## src/rtl/addsub_arbiter.sv

```systemverilog
// Two-port arbiter in front of one shared saturating add/sub unit.
// It handles the request/response handshakes and registers the unit's result for the granted port.
module addsub_arbiter #(
   parameter int WIDTH = 16,
   parameter bit RR_EN = 1'b1
) (
   input  logic             clk,
   input  logic             rst_n,
   input  logic             req0_valid,
   input  logic [WIDTH-1:0] req0_a,
   input  logic [WIDTH-1:0] req0_b,
   input  logic             req0_sub,
   output logic             req0_ready,
   input  logic             req1_valid,
   input  logic [WIDTH-1:0] req1_a,
   input  logic [WIDTH-1:0] req1_b,
   input  logic             req1_sub,
   output logic             req1_ready,
   output logic             rsp0_valid,
   output logic [WIDTH-1:0] rsp0_data,
   output logic             rsp0_ovfl,
   input  logic             rsp0_ready,
   output logic             rsp1_valid,
   output logic [WIDTH-1:0] rsp1_data,
   output logic             rsp1_ovfl,
   input  logic             rsp1_ready,
   output logic [WIDTH-1:0] au_a,
   output logic [WIDTH-1:0] au_b,
   output logic             au_sub,
   input  logic [WIDTH-1:0] au_sum,
   input  logic             au_ovfl
);

   typedef enum logic [1:0] {
      IDLE = 2'd0,
      EXEC = 2'd1,
      RESP = 2'd2
   } state_t;

   state_t           state_q, state_d;
   logic             ptr_q, ptr_d;
   logic             port_q, port_d;
   logic [WIDTH-1:0] op_a_q, op_a_d;
   logic [WIDTH-1:0] op_b_q, op_b_d;
   logic             op_sub_q, op_sub_d;
   logic             rsp0_valid_q, rsp0_valid_d;
   logic [WIDTH-1:0] rsp0_data_q, rsp0_data_d;
   logic             rsp0_ovfl_q, rsp0_ovfl_d;
   logic             rsp1_valid_q, rsp1_valid_d;
   logic [WIDTH-1:0] rsp1_data_q, rsp1_data_d;
   logic             rsp1_ovfl_q, rsp1_ovfl_d;
   logic             gnt0_s, gnt1_s;

   // Port 1 wins only when alone or when round-robin points at it.
   always_comb begin
      gnt1_s = req1_valid & (~req0_valid | (RR_EN & ptr_q));
      gnt0_s = req0_valid & ~gnt1_s;
   end

   assign req0_ready = rst_n & (state_q == IDLE) & gnt0_s;
   assign req1_ready = rst_n & (state_q == IDLE) & gnt1_s;

   always_comb begin
      state_d      = state_q;
      ptr_d        = ptr_q;
      port_d       = port_q;
      op_a_d       = op_a_q;
      op_b_d       = op_b_q;
      op_sub_d     = op_sub_q;
      rsp0_valid_d = rsp0_valid_q;
      rsp0_data_d  = rsp0_data_q;
      rsp0_ovfl_d  = rsp0_ovfl_q;
      rsp1_valid_d = rsp1_valid_q;
      rsp1_data_d  = rsp1_data_q;
      rsp1_ovfl_d  = rsp1_ovfl_q;
      case (state_q)
         IDLE: begin
            if (req0_ready | req1_ready) begin
               port_d   = req1_ready;
               op_a_d   = req1_ready ? req1_a : req0_a;
               op_b_d   = req1_ready ? req1_b : req0_b;
               op_sub_d = req1_ready ? req1_sub : req0_sub;
               ptr_d    = RR_EN ? ~ptr_q : ptr_q;
               state_d  = EXEC;
            end else begin
               state_d  = IDLE;
            end
         end
         EXEC: begin
            if (port_q) begin
               rsp1_valid_d = 1'b1;
               rsp1_data_d  = au_sum;
               rsp1_ovfl_d  = au_ovfl;
            end else begin
               rsp0_valid_d = 1'b1;
               rsp0_data_d  = au_sum;
               rsp0_ovfl_d  = au_ovfl;
            end
            state_d = RESP;
         end
         RESP: begin
            // Data and flag are held after valid drops; only valid is cleared.
            if (port_q ? rsp1_ready : rsp0_ready) begin
               rsp0_valid_d = 1'b0;
               rsp1_valid_d = 1'b0;
               state_d      = IDLE;
            end else begin
               state_d      = RESP;
            end
         end
         default: begin
            state_d = IDLE;
         end
      endcase
   end

   always_ff @(posedge clk) begin
      if (!rst_n) begin
         state_q      <= IDLE;
         ptr_q        <= 1'b0;
         port_q       <= 1'b0;
         op_a_q       <= {WIDTH{1'b0}};
         op_b_q       <= {WIDTH{1'b0}};
         op_sub_q     <= 1'b0;
         rsp0_valid_q <= 1'b0;
         rsp0_data_q  <= {WIDTH{1'b0}};
         rsp0_ovfl_q  <= 1'b0;
         rsp1_valid_q <= 1'b0;
         rsp1_data_q  <= {WIDTH{1'b0}};
         rsp1_ovfl_q  <= 1'b0;
      end else begin
         state_q      <= state_d;
         ptr_q        <= ptr_d;
         port_q       <= port_d;
         op_a_q       <= op_a_d;
         op_b_q       <= op_b_d;
         op_sub_q     <= op_sub_d;
         rsp0_valid_q <= rsp0_valid_d;
         rsp0_data_q  <= rsp0_data_d;
         rsp0_ovfl_q  <= rsp0_ovfl_d;
         rsp1_valid_q <= rsp1_valid_d;
         rsp1_data_q  <= rsp1_data_d;
         rsp1_ovfl_q  <= rsp1_ovfl_d;
      end
   end

   assign au_a       = op_a_q;
   assign au_b       = op_b_q;
   assign au_sub     = op_sub_q;
   assign rsp0_valid = rsp0_valid_q;
   assign rsp0_data  = rsp0_data_q;
   assign rsp0_ovfl  = rsp0_ovfl_q;
   assign rsp1_valid = rsp1_valid_q;
   assign rsp1_data  = rsp1_data_q;
   assign rsp1_ovfl  = rsp1_ovfl_q;

endmodule

```

## config.mk

```make
export PLATFORM = sky130hd
export DESIGN_NAME = addsub_arbiter
export DESIGN_NICKNAME = d
export VERILOG_FILES = /design/src/rtl/addsub_arbiter.sv
export SDC_FILE = /design/constraint.sdc
export NUM_CORES = 1
export LEC_CHECK = 0
export CORE_ASPECT_RATIO = 1.1
export CORE_UTILIZATION = 43
export CTS_CLUSTER_DIAMETER = 80
export DETAILED_ROUTE_END_ITERATION = 7
export PLACE_DENSITY_LB_ADDON = 0.25
export SETUP_SLACK_MARGIN = 0.1
export SLEW_MARGIN = 40
export SYNTH_ARGS = -nofsm -noshare
export SYNTH_HDL_FRONTEND = slang
export SYNTH_SLANG_ARGS = --single-unit
```

## constraint.sdc

```tcl
create_clock -name clk -period 4.88 [get_ports clk]
set_input_delay 1.22 -clock clk [delete_from_list [all_inputs] [get_ports clk]]
set_output_delay 1.22 -clock clk [all_outputs]
set_load 0.03 [all_outputs]
```

Fig. 1: run 1, placement view
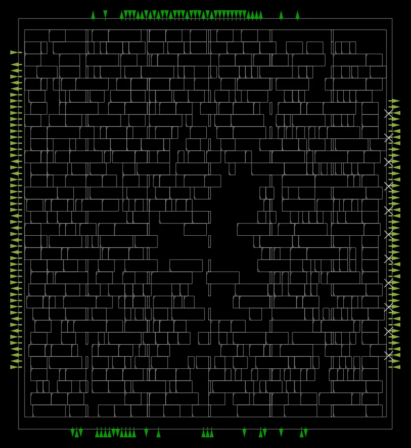
Seq/total area: 29.5%
Final Non-Filler Cells: 606
Core Region: 7090 um^2
fin util: 69.9%
fill count: 583

Fig. 2: run 1, metal 3
Bar = 20 um.
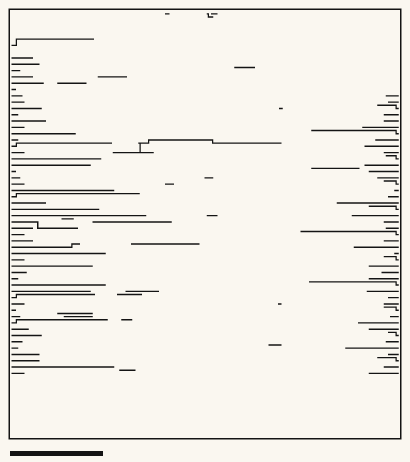
The longest straight run is 28.8 um. 108 nets have wire on it. The wires run mostly horizontal.
via count: 3,293
GRT met3 Usage: 7.75%
final wirelength: 9450 um

==> Slide: Implementation Results, run 1 <==
Run Summary

Worst setup path
  – FF-to-FF path depth: 4
  – Crit path DRT: 3.66 ns
  – CP Launch Type: input port
  – Worst setup endpoint: req1_ready
  – CP Capture Type: output port
  – CP arrival: 2.73 ns
  – Crit-path max FO: 5
  – Worst reg-to-reg setup slack: 2.91 ns
  – RR Endpoint: au_a[13]

Pwr
  – Pwr/cell area: 296 nW/um^2
  – VDD IR max: 0.183 mV
  – Total Power: 1.47 mW
  – Leak pwr: approximately 1.7 nW

Route
  – Drt drc: 22
  – Vias per cell: 5.43
  – Initial DRC count: 119
  – DR WL/cell: 15.6 um
  – Routed Antenna Nets: 0
  – TritonRoute pass-1 iters: 7

Yosys
  – Synth Seq Share: about 46%
  – Synth flops: 73
  – Mapped Area: 3190 um^2
  – Synth cell types: 27
  – Yosys chip area: 3190 um^2
  – Post-Syn Nets: 468
  – Top-area cell type share of the netlist area: 45.9%
  – Synth area leaders: dfxtp_1 (46%), nand2_1 (16%), a31oi_2 (11%)
  – Mapped Cells: about 380
  – Post-synth top area cell: dfxtp_1
  – Yosys warning total: 0

Cells and area
  – Top cell excl fill/tap: clkdlybuf4s50_1
  – Nets: 607
  – Ratio of cells with drive above 1 in the final layout: 11.3%
  – Design area: 4960 um^2
  – Synthesis-to-layout area growth: 55.5%
  – Top cells excl fill/tap: clkdlybuf4s50_1 (157), nand2_1 (135), dfxtp_1 (73)
  – Inserted Diodes: 0

STA
  – Least-Margin Pin Slew: around 0.77 ns
  – PnR worst setup slack: 0.928 ns
  – Setup violations, final: 0
  – Fmax: about 250 MHz
  – Total count of hold-check failures in the final report: 0
  – Clock skew after layout: 0.00627 ns
  – Final cycle utilization of the critical path: between 80% and 90%
  – Worst hold margin: roughly 0.45 ns
  – Max-slew violation count: 0
  – Relative slew slack: about half

Hold path
  – Worst Min Path Start: rsp1_data[11]
  – Hold Crit Depth: 2
  – Hold path endpoint: rsp1_data[11]
  – Min-Delay Path Class: reg -> reg

Global route
  – Largest net degree at the start of global routing: 41
  – Initial antenna violation count: 0
  – Overflow after GRT: 0
  – Vias in the first global route: between 3,000 and 4,000
  – First-pass GRT wire length: 15,000 um

Placement
  – Detail Placement HPWL: 6410 um
  – Routability Congestion: around 0.77
  – Placed Area: ~4800 um^2
  – Dpl ws: 0.930 ns
  – IO buf count: 159
  – DP Cell Count: between 500 and 600

Clock network
  – Worst skew pair latency: around 0.34 ns
  – CTS Hold Buffers Added: 0
  – Clk buf depth: 2
  – CTS tree: built
  – CTS Root Cell: clkbuf_8
  – Clk sink count: 73
  – TritonCTS buffer count: 9

Floorplan
  – Die span in x: 84.1 um
  – Ports: 160
  – FP Rows: 32
  – Init Core Util: 45.0%
  – Die Area: 7760 um^2
  – Die height: ~92 um

Status
  – Status: finished, violations left
  – Failing checks: DRC
Fig. 3: run 1, M4 wires
Supply wires on this layer in gray. Cells faint in the background.
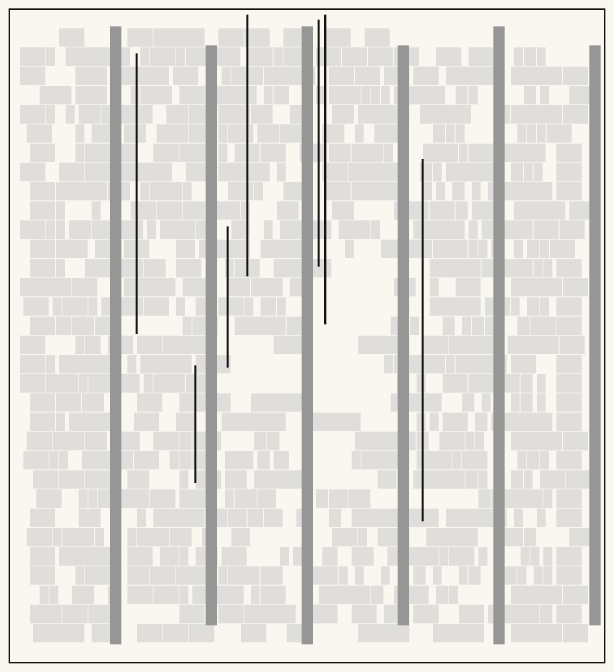
5 nets have wire on it. The wires run mostly vertical.

run 1: cell families after synthesis:
| group | Yosys count | share of synthesized area (%) |
|---|---|---|
| and+or+nand+nor | 156 | 20.3 |
| DFF | 73 | 45.9 |
| AOI/OAI and AO/OA | 106 | 27.3 |
| muxes | 1 | 0.314 |
| buffers and inverters | 43 | 6.16 |
run 1: cells in the mapped netlist, drive strengths merged:
| cell type | n |
|---|---|
| nand2 | 135 |
| dfxtp | 73 |
| a21oi | 38 |
| a31oi | 33 |
| clkbuf | 32 |
| o41ai | 32 |
| buf | 8 |
| nor2 | 5 |
| inv | 3 |
| o21ai | 3 |
| nand2b | 2 |
| nand3b | 2 |
| or4 | 2 |
| and3b | 1 |
| mux2i | 1 |
| nand3 | 1 |
| nand4bb | 1 |
| nor2b | 1 |
| nor3 | 1 |
| nor3b | 1 |
| nor4bb | 1 |
| or2 | 1 |
| or3 | 1 |
| or3b | 1 |
run 1: layer usage:
layer,global-route usage [%],part of all wire (%),up-vias
met5,0,0,-
met1,28.8,41,1539
met3,7.75,9.2,16
met2,39.8,47,132
met4,11.2,2.6,0
li1,-,-,1606
run 1: critical path: stages:
cell             delay, ns
clkdlybuf4s50_1       0.54
inv_1                 0.07
or4_2                 0.66
inv_1                 0.09
buf_4                 0.16
run 1: cell type report:
class	instances	area, um^2
sequential	73	1460
clock inverter	3	17.5
multi-input combinational	263	1550
inverter	3	11.3
fill	583	2130
tap	85	106
timing repair buffer	168	1650
clock buffer	11	151
run 1: power by group:
| part | internal [mW] | total, mW | leakage, nW | switching [mW] |
|---|---|---|---|---|
| combinational | 0.177 | 0.389 | 0.970 | 0.211 |
| clock | 0.205 | 0.419 | 0.0871 | 0.215 |
| sequential | 0.635 | 0.661 | 0.596 | 0.0257 |
Fig. 4: run 1, cells by drive strength
Bar = 20 um.
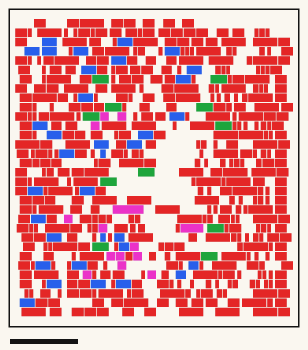

==> run 1 -> run 2 <==
--- a/config.mk
+++ b/config.mk
@@ -6,7 +6,7 @@
 export NUM_CORES = 1
 export LEC_CHECK = 0
 export CORE_ASPECT_RATIO = 1.1
-export CORE_UTILIZATION = 43
+export CORE_UTILIZATION = 36
 export CTS_CLUSTER_DIAMETER = 80
 export DETAILED_ROUTE_END_ITERATION = 7
 export PLACE_DENSITY_LB_ADDON = 0.25
==> constraint.sdc (replaced) <==
create_clock -name clk -period 3.3 [get_ports clk]
set_input_delay 0.825 -clock clk [delete_from_list [all_inputs] [get_ports clk]]
set_output_delay 0.825 -clock clk [all_outputs]
set_load 0.03 [all_outputs]
Fig. 5: run 2, cells by drive strength
Bar = 20 um.
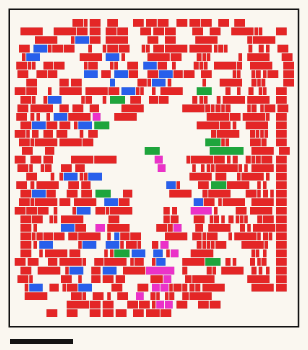
Key: x3 and x4 = magenta [cells 15]; x2 = blue [cells 34]; x1 and smaller = red [cells 464]; x6 and larger = green [cells 10]
non-clock buffer count in the final layout: 168
synthesis-to-layout area growth: 57.3%
PnR worst setup slack: 0.201 ns
design area: 5010 um^2

Fig. 6: run 2, metal 3
Bar = 20 um.
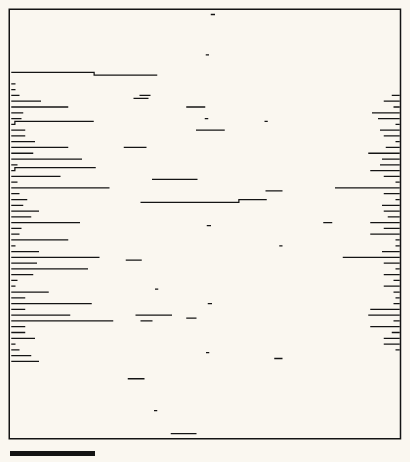
The wires run mostly horizontal. The longest straight run is 23.7 um. 107 nets have wire on it.
final wirelength: 9610 um
GRT met3 Usage: 5.66%

Fig. 7: run 2, placement view
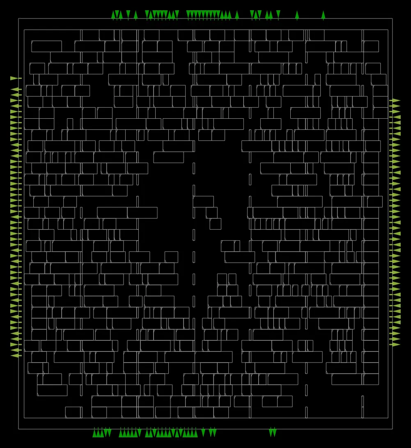
fin util: 59.0%
tapcell count: 111

==> Slide: Implementation Results, run 2 <==
Run Summary

Cells and area
  – Final Non-Filler Cells: 635
  – Top cell excl fill/tap: clkdlybuf4s50_1
  – Fill count: 783
  – Top cells excl fill/tap: clkdlybuf4s50_1 (156), nand2_1 (135), dfxtp_1 (73)
  – Ratio of cells with drive above 1 in the final layout: 11.3%
  – Nets: 607

Floorplan
  – Die height: around 100 um
  – Die Area: 9230 um^2
  – Die span in x: between 90 and 100 um
  – Init Core Util: 37.5%
  – FP Rows: 35
  – Ports: 160
  – Core Region: 8500 um^2

Yosys
  – Mapped Area: 3190 um^2
  – Yosys chip area: 3190 um^2
  – Yosys Instances: 379
  – Post-Syn Nets: 468
  – Yosys warning total: 0
  – Post-synth top area cell: dfxtp_1
  – Cell with the most instances after synthesis: nand2_1
  – Avg Synthesized Cell Area: 8.41 um^2
  – Synth Seq Share: 45.9%
  – Async set-reset flop share out of synthesis: 0%
  – Synth area leaders: dfxtp_1 (46%), nand2_1 (16%), a31oi_2 (11%)
  – Post-synth EDFFs: 0
  – Synth top cells by count: nand2_1 (135), dfxtp_1 (73), a21oi_1 (37)
  – Top-area cell type share of the netlist area: 45.9%
  – Synth cell types: 27
  – Mapped Cells: ~380
  – Dominant flop cell: dfxtp_1
  – Synth flops: 73

Flow run
  – Max cap viols: 0
  – OpenROAD warning count: 26

Worst setup path
  – RR Endpoint: au_a[14]
  – CP arrival: ~2.3 ns
  – CP max-delay cell: or4_2
  – CP Capture Type: output port
  – Critical Path, Cell by Cell: clkdlybuf4s50_1 > nor2b_2 > or4_2 > inv_1 > buf_4
  – CP Launch Type: input port
  – Reg-to-Reg Start: state_q[1]
  – Critical Setup Path Class: in -> out
  – Crit-path max FO: 4
  – Crit path DRT: 2.47 ns
  – Cell family with most CP delay: simple AND/OR/NAND/NOR gates
  – Worst reg-to-reg setup slack: ~1.3 ns
  – Crit path largest cell delay: between 0.5 and 0.6 ns
  – CP bufs+invs: 3
  – FF-to-FF path depth: 4

Pwr
  – Leak pwr: ~1.7 nW
  – Pwr/cell area: 444 nW/um^2
  – Switching Share: a little under a third
  – Total Power: 2.23 mW
  – Gate power share: around a quarter
  – VDD IR max: around 0.21 mV
  – Cell internal pwr: ~1.6 mW
  – Switch Pwr: approximately 0.68 mW
  – Seq pwr share: 44.0%
  – Clock power share: between 30% and 40%

Clock network
  – TritonCTS buffer count: 9
  – Worst skew pair latency: 0.34 ns
  – CTS tree: built
  – CTS Root Cell: clkbuf_8
  – Clk sink count: 73
  – CTS Hold Buffers Added: 0
  – Clk buf depth: 2
  – Post-CTS setup repair buffer count: 0
  – Clock slew at reported path FFs: 0.07 ns
  – H-tree Lvls: 3
  – CTS resizes: 0

Route
  – Max layer used: met4
  – Via count: 3,248
  – TritonRoute pass-1 iters: 4
  – Met3 wire len: 650 um
  – Drt drc: 0
  – Met2 WL: 4530 um
  – DR WL/cell: around 15 um
  – Initial DRC count: 90
  – Vias per cell: about 5.1
  – Routed Antenna Nets: 0
  – WL met1: 4140 um

Global route
  – Met2 Track Usage GR: approximately 35%
  – Initial antenna violation count: 1
  – First-pass GRT wire length: 15,400 um
  – Largest net degree at the start of global routing: 41
  – All-Layer GR Usage: 21.0%
  – Vias in the first global route: 3,230
  – Met1 global-route usage: 24.9%
  – GR peak layer: met2
  – Overflow after GRT: 0

STA
  – Max-slew violation count: 0
  – Final setup TNS: 0 ns
  – Fmax: 323 MHz
  – Total count of hold-check failures in the final report: 0
  – Least-Margin Pin Slew: 0.718 ns
  – RSZ-0062 raised after global routing: false
  – Relative slew slack: 52.1%
  – Clock skew after layout: 0.00966 ns
  – Min Tclk post-route: 3.10 ns
  – Setup violations, final: 0
  – Final cycle utilization of the critical path: 93.9%

Placement
  – Routability Congestion: 0.794
  – DP Cell Count: 618
  – IO buf count: 159
  – Placed Area: 4820 um^2
  – Detail Placement HPWL: 6470 um

Hold path
  – Hold Crit Depth: 2
  – Worst Min Path Start: rsp0_data[14]
  – Min-Delay Path Class: reg -> reg
  – Hold path endpoint: rsp0_data[14]

Status
  – Status: finished, final reports clean
==> run 2: cell counts after synthesis <==
No cell type changed its count.
==> run 2: cell type report <==
type	count	area, um^2	area share [%]
Sequential cell	73	1460	29.2
Antenna cell	1	2.50	0.0499
Multi-Input combinational cell	263	1550	31.0
Clock inverter	5	56.3	1.12
Inverter	3	11.3	0.225
Timing Repair Buffer	168	1660	33.1
Tap cell	111	139	2.77
Clock buffer	11	131	2.62
==> run 2: cells by family after synthesis <==
logic type,count (synthesis),synth area share (%)
AOI/OAI and AO/OA,106,27.3
buffers and inverters,43,6.16
DFF,73,45.9
muxes,1,0.314
and+or+nand+nor,156,20.3
==> run 2: metrics by stage <==
stage | setup slack (ns) | hold WS [ns] | util (%)
6_report | 0.201 | 0.455 | 59.0
5_1_grt | 0.147 | 0.481 | 59.0
4_1_cts | 0.127 | 0.456 | 58.9
3_5_place_dp | 0.128 | 0.446 | 56.7
3_3_place_gp | 0.164 | 0.441 | 56.7
2_1_floorplan | 0.417 | 0.485 | -
==> run 2: power by group through the flow <==
| stage | registers [mW] | clock network (mW) | logic (mW) |
|---|---|---|---|
| after floorplan | 1.09 | 0 | 0.210 |
| after global placement | 0.997 | 0 | 0.566 |
| after detailed placement | 0.997 | 0 | 0.572 |
| after CTS | 0.979 | 0.695 | 0.574 |
| after global routing | 0.987 | 0.741 | 0.609 |
| final | 0.979 | 0.677 | 0.570 |
==> run 2: worst max-delay path by stage <==
stage          startpoint    endpoint  slack [ns]  depth (start not counted)
2_1_floorplan       rst_n  req1_ready        0.42                          6
6_report       req0_valid  req1_ready        0.20                          5
5_1_grt        req0_valid  req1_ready        0.15                          5
4_1_cts        req1_valid  req1_ready        0.13                          5
3_3_place_gp   req1_valid  req1_ready        0.16                          5
3_5_place_dp   req1_valid  req1_ready        0.13                          5
No activity file was given, so power comes from the tool's default toggle rates.
